Figure 1. The clock network (run 1).
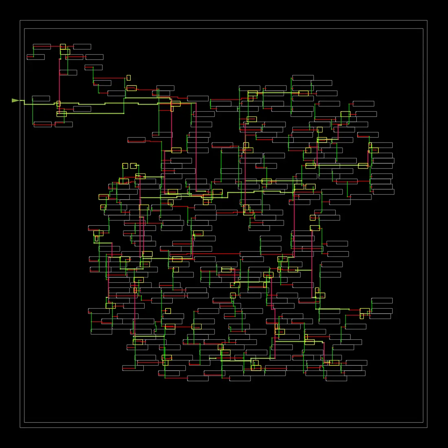
Figure 2. Placed cells, one color a class (run 1).
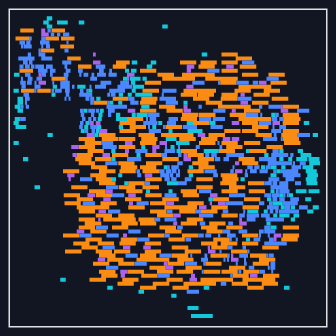
Figure 3. Signal wires on met4 (run 1).
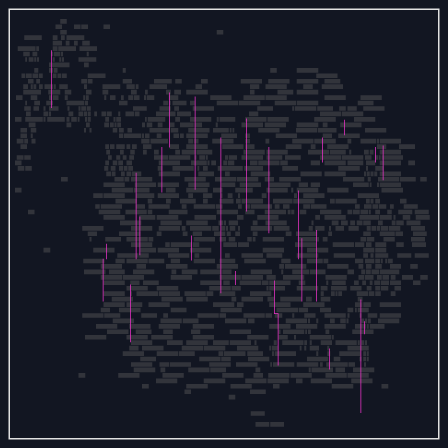
Figure 4. Routed clock nets over the placement (run 1).
Bar = 50 um.
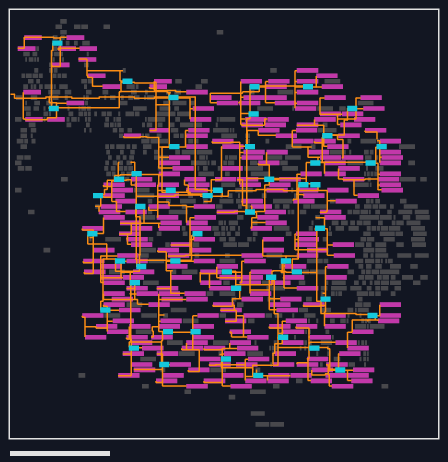
`src/rtl/bf_pkg.sv`:
```
// bf_pkg: bf opcode constants and loop-controller state/error types.
package bf_pkg;
  localparam logic [7:0] OP_INC        = 8'h2B;
  localparam logic [7:0] OP_DEC        = 8'h2D;
  localparam logic [7:0] OP_RIGHT      = 8'h3E;
  localparam logic [7:0] OP_LEFT       = 8'h3C;
  localparam logic [7:0] OP_OUT        = 8'h2E;
  localparam logic [7:0] OP_IN         = 8'h2C;
  localparam logic [7:0] OP_LOOP_OPEN  = 8'h5B;
  localparam logic [7:0] OP_LOOP_CLOSE = 8'h5D;
  typedef enum logic [1:0] {RUN, SKIP, ERR} loop_state_t;
  typedef enum logic [1:0] {ERR_NONE, ERR_OVF, ERR_UNF, ERR_SKIP_OVF} loop_err_t;
endpackage

```
`src/rtl/bf_addr_stack.sv`:
```
// bf_addr_stack: LIFO of open-loop addresses; push and pop are never issued together.
module bf_addr_stack #(
  parameter int DEPTH = 16,
  parameter int AW    = 16
) (
  input  logic                       clk,
  input  logic                       rst_n,
  input  logic                       push,
  input  logic                       pop,
  input  logic [AW-1:0]              din,
  output logic [AW-1:0]              top,
  output logic [$clog2(DEPTH):0]     depth,
  output logic                       full,
  output logic                       empty
);
  localparam int PW = $clog2(DEPTH);
  localparam logic [PW:0] FULL_CNT = (PW+1)'(DEPTH);
  logic [AW-1:0] mem [DEPTH];
  logic [PW:0] cnt_q, cnt_d;
  always_comb begin
    cnt_d = cnt_q;
    if (push && !full) cnt_d = cnt_q + 1'b1;
    else if (pop && !empty) cnt_d = cnt_q - 1'b1;
  end
  always_ff @(posedge clk or negedge rst_n) begin
    if (!rst_n) cnt_q <= '0;
    else cnt_q <= cnt_d;
  end
  always_ff @(posedge clk) begin
    if (push && !full) mem[cnt_q[PW-1:0]] <= din;
  end
  assign top   = mem[cnt_q[PW-1:0] - PW'(1)];
  assign depth = cnt_q;
  assign full  = cnt_q == FULL_CNT;
  assign empty = cnt_q == '0;
endmodule

```
`src/rtl/bf_loop_ctrl.sv`:
```
// bf_loop_ctrl: '[' / ']' sequencing, forward skip and redirect for the bf pc.
// Optional BF_LOOP_PERF_EN adds iter_count and skip_cycles counters.
module bf_loop_ctrl
  import bf_pkg::*;
#(
  parameter int DEPTH  = 16,
  parameter int AW     = 16,
  parameter int SKIP_W = 8
) (
  input  logic                   clk,
  input  logic                   rst_n,
  input  logic                   ix_valid,
  input  logic [7:0]             ix,
  input  logic [AW-1:0]          pc,
  input  logic                   data_zero,
  output logic                   exec_en,
  output logic                   jump,
  output logic [AW-1:0]          jump_target,
  output logic [$clog2(DEPTH):0] depth,
  output logic                   err,
  output logic [1:0]             err_code
`ifdef BF_LOOP_PERF_EN
  ,
  output logic [31:0]            iter_count,
  output logic [31:0]            skip_cycles
`endif
);
  loop_state_t state_q, state_d;
  loop_err_t err_code_q, err_code_d;
  logic [SKIP_W-1:0] skip_cnt_q, skip_cnt_d;
  logic [AW-1:0] top;
  logic full, empty, push, pop, is_open, is_close;
  assign is_open  = ix == OP_LOOP_OPEN;
  assign is_close = ix == OP_LOOP_CLOSE;
  bf_addr_stack #(.DEPTH(DEPTH), .AW(AW)) u_stack (
    .clk(clk), .rst_n(rst_n), .push(push), .pop(pop), .din(pc),
    .top(top), .depth(depth), .full(full), .empty(empty)
  );
  always_comb begin
    state_d    = state_q;
    err_code_d = err_code_q;
    skip_cnt_d = skip_cnt_q;
    push       = 1'b0;
    pop        = 1'b0;
    if (ix_valid && state_q == RUN) begin
      if (is_open && !data_zero) begin
        if (full) begin
          state_d    = ERR;
          err_code_d = ERR_OVF;
        end else push = 1'b1;
      end else if (is_open) begin
        skip_cnt_d = SKIP_W'(1);
        state_d    = SKIP;
      end else if (is_close && empty) begin
        state_d    = ERR;
        err_code_d = ERR_UNF;
      end else if (is_close) pop = data_zero;
    end else if (ix_valid && state_q == SKIP) begin
      if (is_open) begin
        if (&skip_cnt_q) begin
          state_d    = ERR;
          err_code_d = ERR_SKIP_OVF;
        end else skip_cnt_d = skip_cnt_q + 1'b1;
      end else if (is_close) begin
        skip_cnt_d = skip_cnt_q - 1'b1;
        state_d    = skip_cnt_q == SKIP_W'(1) ? RUN : SKIP;
      end
    end
  end
  always_ff @(posedge clk or negedge rst_n) begin
    if (!rst_n) begin
      state_q    <= RUN;
      err_code_q <= ERR_NONE;
      skip_cnt_q <= '0;
    end else begin
      state_q    <= state_d;
      err_code_q <= err_code_d;
      skip_cnt_q <= skip_cnt_d;
    end
  end
  assign exec_en     = ix_valid && state_q == RUN;
  assign jump        = exec_en && is_close && !empty && !data_zero;
  assign jump_target = jump ? top + AW'(1) : '0;
  assign err         = state_q == ERR;
  assign err_code    = err_code_q;
`ifdef BF_LOOP_PERF_EN
  logic [31:0] iter_count_q, iter_count_d, skip_cycles_q, skip_cycles_d;
  always_comb begin
    iter_count_d  = iter_count_q + 32'(jump);
    skip_cycles_d = skip_cycles_q + 32'(ix_valid && state_q == SKIP);
  end
  always_ff @(posedge clk or negedge rst_n) begin
    if (!rst_n) begin
      iter_count_q  <= '0;
      skip_cycles_q <= '0;
    end else begin
      iter_count_q  <= iter_count_d;
      skip_cycles_q <= skip_cycles_d;
    end
  end
  assign iter_count  = iter_count_q;
  assign skip_cycles = skip_cycles_q;
`endif
endmodule
```
`config.mk`:
```
export PLATFORM = sky130hd
export DESIGN_NAME = bf_loop_ctrl
export DESIGN_NICKNAME = d
export VERILOG_FILES = /design/src/rtl/bf_pkg.sv /design/src/rtl/bf_addr_stack.sv /design/src/rtl/bf_loop_ctrl.sv
export SDC_FILE = /design/constraint.sdc
export NUM_CORES = 1
export LEC_CHECK = 0
export ABC_AREA = 0
export CORE_MARGIN = 2
export CORE_UTILIZATION = 27
export CTS_BUF_LIST = sky130_fd_sc_hd__clkbuf_4 sky130_fd_sc_hd__clkbuf_8
export CTS_CLUSTER_DIAMETER = 60
export DETAILED_ROUTE_END_ITERATION = 10
export PLACE_DENSITY = 0.52
export SLEW_MARGIN = 10
export SYNTH_ARGS = -nofsm -noshare
export SYNTH_HDL_FRONTEND = slang
export SYNTH_SLANG_ARGS = --single-unit
```
`constraint.sdc`:
```
create_clock -name clk -period 4.2 [get_ports clk]
set_input_delay 0.84 -clock clk [delete_from_list [all_inputs] [get_ports clk]]
set_output_delay 0.84 -clock clk [all_outputs]
set_load 0.05 [all_outputs]
```
==> impl_metrics.csv, run 1 <==
group,metric,value,unit
run_status,status,"complete, but fails checks",
run_status,violations,"negative setup slack",
clock_tree,clkLatencyLatePin,560,ps
die,dieArea,45700,sq um
pwr,power_frac_comb,16.5,%
critical_path,cp.required,3360,ps
die,initial_core_util,27.5,%
min_path,min_path_type,"reg2reg",
place,postPlaceCellArea,13800,sq um
detailed_routing,drtPass1Iterations,5,
synth,synth_nets,741,
synth,ys_ff,273,
timing,hold_viol_final,0,
detailed_routing,drt_iter0_drc,524,
clock_tree,cts_resized,20,
timing,worst_slew_pin_slew,889,ps
layout,diodes,0,
flow_run,cap_violations,0,
pwr,p_per_area,417,nW/um^2
synth,ys_area,11900,sq um
grt,overflow,0,
detailed_routing,detail_route.wl_per_cell,21.1,um
timing,timing.final.crit_share,107,%
detailed_routing,num_vias,6975,
layout,syn2layout_area_growth,28.2,%
clock_tree,h-tree-depth,2,
detailed_routing,drc_errors,0,
pwr,p_leak,5.14,nW
detailed_routing,wl,31100,um
place,dp_cells,1369,
grt,grt_max_degree,27,
clock_tree,cts_buffer_depth,3,
die,die_h,214,um
critical_path,path_class,"reg2out",
layout,fin_util,35.2,%
layout,nets,905,
pwr,netSwitchingPower,0.00162,W
timing,fin_ws,-310,ps
synth,syn_avg_cell_area,17.0,sq um
timing,min_period,4510,ps
critical_path,arrival,3670,ps
place,dp.final_hpwl,19200,um
critical_path,crit_path_end_kind,"output port",
synth,synthTopCellsByArea,"edfxtp_1 (65%), mux4_2 (9.7%), dfrtp_1 (3.6%)",
clock_tree,cts_root_buf,"clkbuf_8",
grt,antenna_found_initial,1,
grt,grt_use_total,13.7,%
flow_run,warning_count,35,
timing,slew_headroom,40.5,%
synth,synth-edff-count,256,
synth,yosysCellCount,700,
clock_tree,post_cts_buffers,19,
synth,ys_warn_count,0,
synth,synth_cells,700,
place,place_congestion,0.734,
synth,ys_top_cells_by_count,"edfxtp_1 (256), nand2_1 (69), mux4_2 (51), mux2i_1 (33), nor2_1 (23)",
synth,top_area_cell,"edfxtp_1",
critical_path,cp-start-kind,"register",
synth,synth_top_area_share,64.7,%
layout,drive_gt1_share,33.8,%
critical_path,cp_max_fo,6,
synth,ys_types,72,
clock_tree,hold_buffers,0,
die,dieWidth,214,um
synth,synth_top_cell_by_count,"edfxtp_1",
layout,n_fill_cell,4166,
synth,ys_dominant_reg_cell,"edfxtp_1",
place,pre_cts_ws,83.8,ps
place,port_buffers,53,
timing,setup_violations,11,
grt,grt_pass1_wl,45800,um
synth,syn_area,11900,sq um
pwr,peakVddDrop,202,uV
grt,grt_pass1_vias,7206,
detailed_routing,drt.antenna.violating_nets,0,
die,fp-row-count,76,
synth,synth-async-reset-ratio,6.23,%
layout,fin_area,15200,sq um
layout,stdcell_count,1478,
die,core_area,43300,sq um
pwr,clockPowerShare,35.8,%
pwr,switching_share,25.5,%
die,io_pins,54,
clock_tree,path_clk_slew,50,ps
pwr,p_int,0.00473,W
pwr,pwr-share-seq,47.6,%
timing,final_max_slew_viol_count,0,
clock_tree,cts_tree,"built",
detailed_routing,vias_per_cell,4.72,
synth,ys_seq_share,68.3,%
About Figure 1:
clk_buf instances: 66
clk_skew: 20.3 ps
CTS Buf Count: 49
Clk. pwr: 0.00227 W
TritonCTS Sinks: 273

About Figure 2:
remaining buffers and delay cells: marked cyan, cells 144, share of their area 11%. registers: marked orange, cells 273, share of their area 56%. remaining logic cells: marked blue, cells 396, share of their area 27%. clock drivers and dummy loads: marked purple, cells 80, share of their area 6.0%.

About Figure 3:
The wires run mostly vertical. The layer holds 2.2% of the routed length. The layer carries 691 um of wire. The longest straight run is 77.5 um.

About Figure 4:
clock-net drivers: marked cyan, count 49. flip-flops: marked magenta, count 273. clock wires: marked orange, length 3660 um.
There are 50 routed clock nets.

==> run 1: worst max-delay path, cell delays in order, from the launching register on <==
cell,delay (ps)
dfrtp_4,520
inv_8,90
ha_4,160
xor2_4,200
buf_12,150
buf_16,130
mux4_2,300
o211a_1,250
o21a_1,180
ha_2,180
and2_4,160
and3_4,190
a31o_1,200
a21oi_4,230
buf_12,170
==> run 1: power by group through the flow <==
stage	Combinational [W]	Clock, W	Sequential, W
final	0.00105	0.00227	0.00302
after global routing	0.00113	0.00246	0.00303
after CTS	0.000979	0.00234	0.00302
after detailed placement	0.000885	0	0.00308
after global placement	0.000880	0	0.00308
after floorplan	0.000598	0	0.00308
==> run 1: flip-flops by register name, summed over array words and instances (netlist names) <==
register       cells
u_stack.mem      256
skip_cnt_q         8
u_stack.depth      5
err_code           2
state_q            2
==> run 1: final timing paths <==
path	slack, ps	endpoint	cells past startpoint	start
max reg2reg	1480	u_stack.depth[4]	11	state_q[1]
min in group asynchronous	780	state_q[0]	1	rst_n
min	490	state_q[1]	1	state_q[1]
min reg2reg	490	state_q[1]	1	state_q[1]
max in group asynchronous	2770	u_stack.depth[0]	1	rst_n
max	-310	jump_target[12]	14	u_stack.depth[0]
==> run 1: placed cells by master (no fill, tap or decap), types with 4 or more instances in the layout <==
cell type        Yosys  routed
a21o_1               4       4
a21oi_1             14      10
a41oi_2              1       4
and2_1              17      16
and3_1               7       6
buf_12               5      22
buf_4                3      72
buf_6                4      11
clkbuf_4             0      16
clkbuf_8             0      50
clkdlybuf4s50_1      0      36
clkinv_1             0       8
clkinv_2             0       4
dfrtp_1             17      16
edfxtp_1           256     256
ha_1                12       9
inv_1                8       7
mux2i_1             33      29
mux4_1               4       4
mux4_2              51      51
nand2_1             69      67
nand2b_1             5       4
nand3_1             16      15
nand4_1              6       6
nor2_1              23      12
nor2_2               1       6
nor2_4               0       6
nor3_1              14      10
nor3b_1              8       7
nor4_1              10       7
o21ai_0              5       5
o31ai_1              6       5
xnor2_1              8       6
==> run 1: cell type report <==
cell class / instances / area, sq um / area share, %
flip-flops and latches: 273 / 8120 / 53.3
clock buffers: 66 / 808 / 5.31
inverters: 10 / 61.3 / 0.403
well taps: 585 / 732 / 4.81
repair buffers: 144 / 1550 / 10.2
clock inverters: 14 / 66.3 / 0.436
multi-input cells: 386 / 3890 / 25.6
==> run 1: stage by stage <==
stage | hold WS [ps] | setup TNS, ps | total power [W]
after CTS | 489 | -2950 | 0.00634
after floorplan | 440 | -1940 | 0.00368
after global routing | 507 | -3900 | 0.00661
final | 486 | -1950 | 0.00635
after global placement | 478 | 0 | 0.00396
after detailed placement | 460 | 0 | 0.00396
==> run 1: layer usage <==
metal  track usage (%)  part of all wire (%)  vias up
li1                  -                     -     3139
met1              19.1                    46     3602
met2              22.0                    47      177
met3              2.46                   4.6       57
met4              4.19                   2.2        0
met5                 0                     0        -
==> run 1: logic make-up after synthesis <==
family                   Yosys count  synth area share (%)
multiplexers                      90                  13.5
XOR/XNOR                          13                  1.18
adder cells (fa/ha/maj)           13                  1.43
AND/OR/NAND/NOR                  199                  8.59
flip-flops                       273                  68.3
AND-OR/OR-AND                     71                  4.57
buffers and inverters             41                  2.40
Figure 5. Routed metal per tile (run 1).
21 x 21 tiles, from dark blue (low) to red (high), scaled to the fullest tile. Values are wire area over tile area, all layers added.
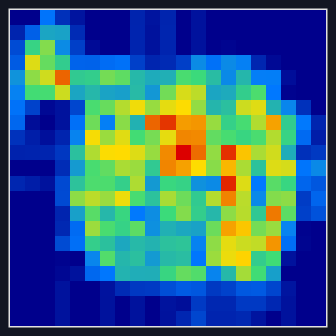

==> run 2: changes to the inputs <==
CORE_UTILIZATION = 55   (was 27)
PLACE_DENSITY = 0.85   (was 0.52)
Figure 6. Routed metal per tile (run 2).
30 x 30 tiles, from dark blue (low) to red (high), scaled to the fullest tile. Values are wire area over tile area, all layers added.
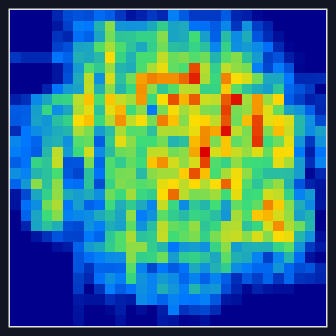
30% of the tiles are over half the peak. The emptiest ninth of the die: lower left. The fullest tile reaches 0.70.

==> impl_metrics.csv, run 2 <==
group,metric,value,unit
run_status,status,"complete, but fails checks",
run_status,violations,"negative setup slack",
timing,final_max_slew_viol_count,0,
detailed_routing,drc_errors,0,
grt,grt_max_degree,27,
layout,largest_reg_flops,256,
clock_tree,cts_root_buf,"clkbuf_8",
critical_path,cp-start-kind,"register",
timing,fin_ws,-348,ps
detailed_routing,drtPass1Iterations,5,
timing,setup_violations,14,
critical_path,cp.required,3360,ps
layout,n_fill_cell,1173,
critical_path,max_stage_delay,530,ps
layout,fin_util,70.9,%
synth,synth-edff-count,256,
timing,worst_slew_pin_slew,833,ps
pwr,p_leak,5.16,nW
critical_path,crit_family,"buffers and inverters",
detailed_routing,drt.antenna.violating_nets,0,
layout,drive_gt1_share,34.6,%
grt,overflow,0,
synth,adder_share,1.43,%
grt,grt_pass1_vias,7810,
detailed_routing,num_vias,7751,
timing,whs,493,ps
layout,layout_top_cells,"edfxtp_1 (256), buf_4 (79), nand2_1 (68), mux4_2 (52), clkbuf_8 (43)",
pwr,peakVddDrop,431,uV
critical_path,cp_num_buf_inv,5,
synth,ys_types,72,
synth,syn_avg_cell_area,17.0,sq um
synth,ys_ff,273,
synth,synth_top_area_share,64.7,%
clock_tree,cts_tree,"built",
synth,synth_top_cell_by_count,"edfxtp_1",
synth,ys_dominant_reg_cell,"edfxtp_1",
die,die_h,151,um
critical_path,cp_max_fo,8,
critical_path,crit_path_cell_trace,"inv_8, ha_4, xor2_4, buf_12, mux4_2, nor2_2, a41oi_2, buf_4, buf_4, nor3_1, nand4_1, a21oi_4, buf_12",
clock_tree,clkLatencyLatePin,560,ps
synth,ys_sh_aoi,4.57,%
synth,yosysCellCount,700,
detailed_routing,wl,32900,um
detailed_routing,vias_per_cell,6.62,
detailed_routing,drt_iter0_drc,1001,
critical_path,critPathLaunch,"u_stack.depth[0]",
min_path,hold_depth,1,
layout,final_common_cell,"edfxtp_1",
min_path,min-delay-start,"err_code[1]",
place,port_buffers,53,
critical_path,path_class,"reg2out",
synth,ys_top_cells_by_count,"edfxtp_1 (256), nand2_1 (69), mux4_2 (51), mux2i_1 (33), nor2_1 (23)",
die,io_pins,54,
synth,ys_area,11900,sq um
clock_tree,hold_buffers,0,
die,dieArea,22800,sq um
critical_path,ff2ff_path_depth,11,
place,dp_cells,1042,
min_path,min_path_type,"reg2reg",
layout,syn2layout_area_growth,25.9,%
pwr,p_per_area,425,nW/um^2
synth,top_area_cell,"edfxtp_1",
synth,syn_area,11900,sq um
timing,slew_headroom,44.3,%
grt,grt_pass1_wl,46200,um
synth,synth-async-reset-ratio,6.23,%
flow_run,warning_count,35,
run 2: cell counts after synthesis:
No cell type changed its count.
run 2: layer usage:
metal,global-route usage [%],share of wire [%]
met4,12.9,4.4
met3,7.23,9.6
met1,35.9,36
met5,0,0
met2,46.3,50
run 2: final cells by class:
cell class,count,area (sq um),share of cell area (%)
sequential,273,8120,54.3
multi-input combinational,386,4000,26.7
timing repair buffer,150,1620,10.8
clock buffer,56,689,4.61
tap,275,344,2.30
clock inverter,21,128,0.853
inverter,10,57.6,0.385
run 2: repair_timing:
action / CTS / global route
buffers inserted: 32 / 17
resized: 44 / 29
cloned: 3 / 1
endpoints found under the setup margin: 15 / 14
pin swaps: 21 / 25
run 2: worst reg2reg max path, cell delays in order, from the launching register on:
cell and delay (ps):
dfrtp_1 380, nand2b_1 270, nor3_1 330, nand2_1 230
nor2_1 190, inv_1 120, fa_1 420, a21o_1 180
a21oi_1 170, xor2_1 160, nand2_1 80, xnor2_1 170
run 2: kinds of logic after synthesis:
logic type	after synthesis
simple gates	199
flops	273
fa+ha+maj	13
compound gates	71
buf+inv	41
mux	90
xor+xnor	13
run 2: worst max-delay path by stage:
stage / endpoint / slack [ps] / cells after the start
6_report: jump_target[12] / -350 / 13
2_1_floorplan: jump_target[14] / -300 / 15
3_5_place_dp: jump_target[15] / 100 / 10
5_1_grt: jump_target[12] / -420 / 14
3_3_place_gp: jump_target[12] / 180 / 12
4_1_cts: jump_target[14] / -210 / 11
run 2: where the power goes:
group	internal [W]	switching [W]
clock network	0.00114	0.00105
logic	0.000542	0.000605
registers	0.00299	0.0000314
total	0.00467	0.00169
run 2: through the flow:
step                power (W)  TNS, ps
floorplan             0.00368    -1940
global placement      0.00387        0
detailed placement    0.00390        0
CTS                   0.00618    -1550
global route          0.00653    -4800
finish                0.00636    -3840
Figure 7. Routed clock nets over the placement (run 2).
Bar = 50 um.
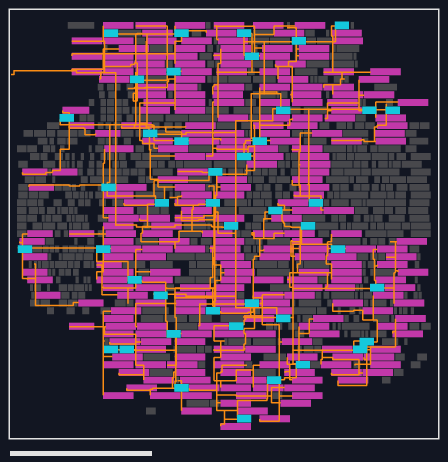

==> run 3: changes to the inputs <==
CTS_CLUSTER_SIZE = 8   (was unset)
Figure 8. Routed clock nets over the placement (run 3).
Bar = 50 um.
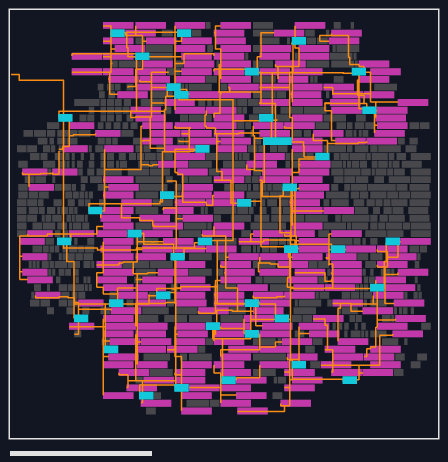
clock-net drivers: marked cyan, count 40. clock wires: marked orange, length 3250 um. flip-flops: marked magenta, count 273.
There are 41 routed clock nets.

==> impl_metrics.csv, run 3 <==
group,metric,value,unit
detailed_routing,wl,31000,um
detailed_routing,drt.antenna.violating_nets,0,
die,initial_core_util,56.3,%
clock_tree,clock-sinks,273,
grt,grt_pass1_vias,7777,
layout,syn2layout_area_growth,23.3,%
die,die_h,151,um
synth,synth_nets,741,
pwr,peakVddDrop,343,uV
clock_tree,h-tree-depth,2,
synth,syn_area,11900,sq um
timing,worst_slew_pin_slew,794,ps
timing,timing.fmax,0.226,GHz
run_status,status,"complete, but fails checks",
critical_path,path_class,"reg2out",
place,pre_cts_ws,96.6,ps
pwr,totalPowerFinal,0.00605,W
synth,ys_ff,273,
die,dieArea,22800,sq um
die,core_area,21100,sq um
layout,drive_gt1_share,32.5,%
critical_path,cp-start-kind,"register",
synth,synth_cells,700,
synth,ys_area,11900,sq um
timing,hold_viol_final,0,
timing,final_max_slew_viol_count,0,
grt,overflow,0,
layout,layout_top_cells,"edfxtp_1 (256), nand2_1 (69), buf_4 (69), mux4_2 (51), clkbuf_8 (41)",
grt,grt_pass1_wl,45600,um
min_path,min_path_type,"reg2reg",
grt,grt_max_degree,27,
critical_path,cp_max_fo,18,
synth,synth_top_cell_by_count,"edfxtp_1",
layout,final_common_cell,"edfxtp_1",
layout,diodes,0,
timing,min_period,4420,ps
synth,ys_types,72,
critical_path,cp.required,3360,ps
die,dieWidth,151,um
place,place_congestion,0.880,
layout,nets,894,
clock_tree,clkLatencyLatePin,550,ps
place,dp.final_hpwl,17100,um
clock_tree,cts_buffer_depth,3,
die,io_pins,54,
synth,synth-edff-count,256,
pwr,p_per_area,413,nW/um^2
critical_path,crit_path_end_kind,"output port",
clock_tree,hold_buffers,0,
grt,grt_use_total,27.7,%
detailed_routing,vias_per_cell,6.58,
synth,syn_avg_cell_area,17.0,sq um
layout,largest_reg_flops,256,
synth,synth_top_area_share,64.7,%
run_status,violations,"negative setup slack",
detailed_routing,drtPass1Iterations,7,
clock_tree,cts_root_buf,"clkbuf_8",
flow_run,cap_violations,0,
die,fp-row-count,53,
grt,antenna_found_initial,0,
timing,slew_headroom,46.9,%
synth,synth-async-reset-ratio,6.23,%
flow_run,warning_count,35,
pwr,p_leak,5.05,nW
clock_tree,path_clk_slew,60,ps
timing,fin_skew,19.5,ps
detailed_routing,drt_iter0_drc,982,
detailed_routing,drc_errors,0,
synth,ys_warn_count,0,
detailed_routing,detail_route.wl_per_cell,27.2,um
synth,synthTopCellsByArea,"edfxtp_1 (65%), mux4_2 (9.7%), dfrtp_1 (3.6%)",
detailed_routing,num_vias,7524,
critical_path,arrival,3580,ps
clock_tree,cts_tree,"built",
synth,ys_seq_share,68.3,%
timing,fin_ws,-223,ps
timing,rsz0062_at_grt,"true",
synth,yosysCellCount,700,
synth,top_area_cell,"edfxtp_1",
synth,ys_dominant_reg_cell,"edfxtp_1",
synth,ys_top_cells_by_count,"edfxtp_1 (256), nand2_1 (69), mux4_2 (51), mux2i_1 (33), nor2_1 (23)",
timing,setup_violations,12,
timing,timing.final.crit_share,105,%
clock_tree,cts_buffers,40,
place,port_buffers,53,
[run 3: cell counts after synthesis]
No cell type changed its count.
[run 3: worst paths after layout]
check	startpoint	endpoint	slack, ps	cells past startpoint
max reg2reg	state_q[1]	u_stack.depth[4]	1380	11
min reg2reg	err_code[1]	err_code[1]	500	1
max	u_stack.depth[0]	jump_target[15]	-220	13
max in group asynchronous	rst_n	u_stack.depth[0]	2860	1
min	err_code[1]	err_code[1]	500	1
min in group asynchronous	rst_n	skip_cnt_q[7]	760	1
[run 3: cell families after synthesis]
group,after synthesis,share of synthesized area [%]
compound gates,71,4.57
xor+xnor,13,1.18
fa+ha+maj,13,1.43
buf+inv,41,2.40
flops,273,68.3
mux,90,13.5
simple gates,199,8.59
[run 3: power breakdown]
group	total (W)	internal [W]	switching, W
Sequential	0.00302	0.00299	0.0000295
Clock	0.00196	0.000995	0.000964
Combinational	0.00107	0.000505	0.000564
Total	0.00605	0.00449	0.00156
[run 3: timing repair]
action | 4_1_cts | 5_1_grt
pin swaps | 22 | 8
resized | 33 | 23
endpoints found under the setup margin | 15 | 13
setup buffers | 31 | 10
gates cloned | 3 | 0
[run 3: worst max-delay path, cell delays in order (launching register included)]
cell and delay, ps:
dfrtp_4 510, inv_8 80, ha_4 180, xor2_4 180
buf_12 180, buf_12 160, mux2i_1 120, a32oi_1 190
a41oi_1 200, buf_4 210, nor4_4 370, nand4_1 240
mux2i_4 260, buf_12 150
[run 3: per-stage QoR]
| step | utilization (%) | hold slack, ps | instances | instance area, sq um | setup TNS [ps] |
|---|---|---|---|---|---|
| after floorplan | - | 440 | 700 | 12100 | -1940 |
| after global placement | 62.9 | 461 | 1042 | 13300 | 0 |
| after detailed placement | 62.9 | 485 | 1042 | 13300 | 0 |
| after CTS | 68.5 | 502 | 1133 | 14500 | -1360 |
| after global routing | 69.5 | 526 | 1143 | 14700 | -3180 |
| final | 69.5 | 495 | 1143 | 14700 | -1930 |
[run 3: area by class of cell]
| type | count | area (sq um) |
|---|---|---|
| Timing Repair Buffer | 142 | 1560 |
| Inverter | 10 | 57.6 |
| Tap cell | 275 | 344 |
| Fill cell | 1219 | 6440 |
| Multi-Input combinational cell | 386 | 3890 |
| Clock buffer | 53 | 654 |
| Clock inverter | 4 | 26.3 |
| Sequential cell | 273 | 8120 |
[run 3: layer usage]
layer | track usage, % | up-vias | share of wire (%)
li1 | - | 3095 | -
met1 | 34.6 | 3737 | 35
met2 | 46.2 | 581 | 50
met3 | 6.51 | 111 | 11
met4 | 13.4 | 0 | 3.9
met5 | 0 | - | 0
Power and IR drop assume default switching activity.
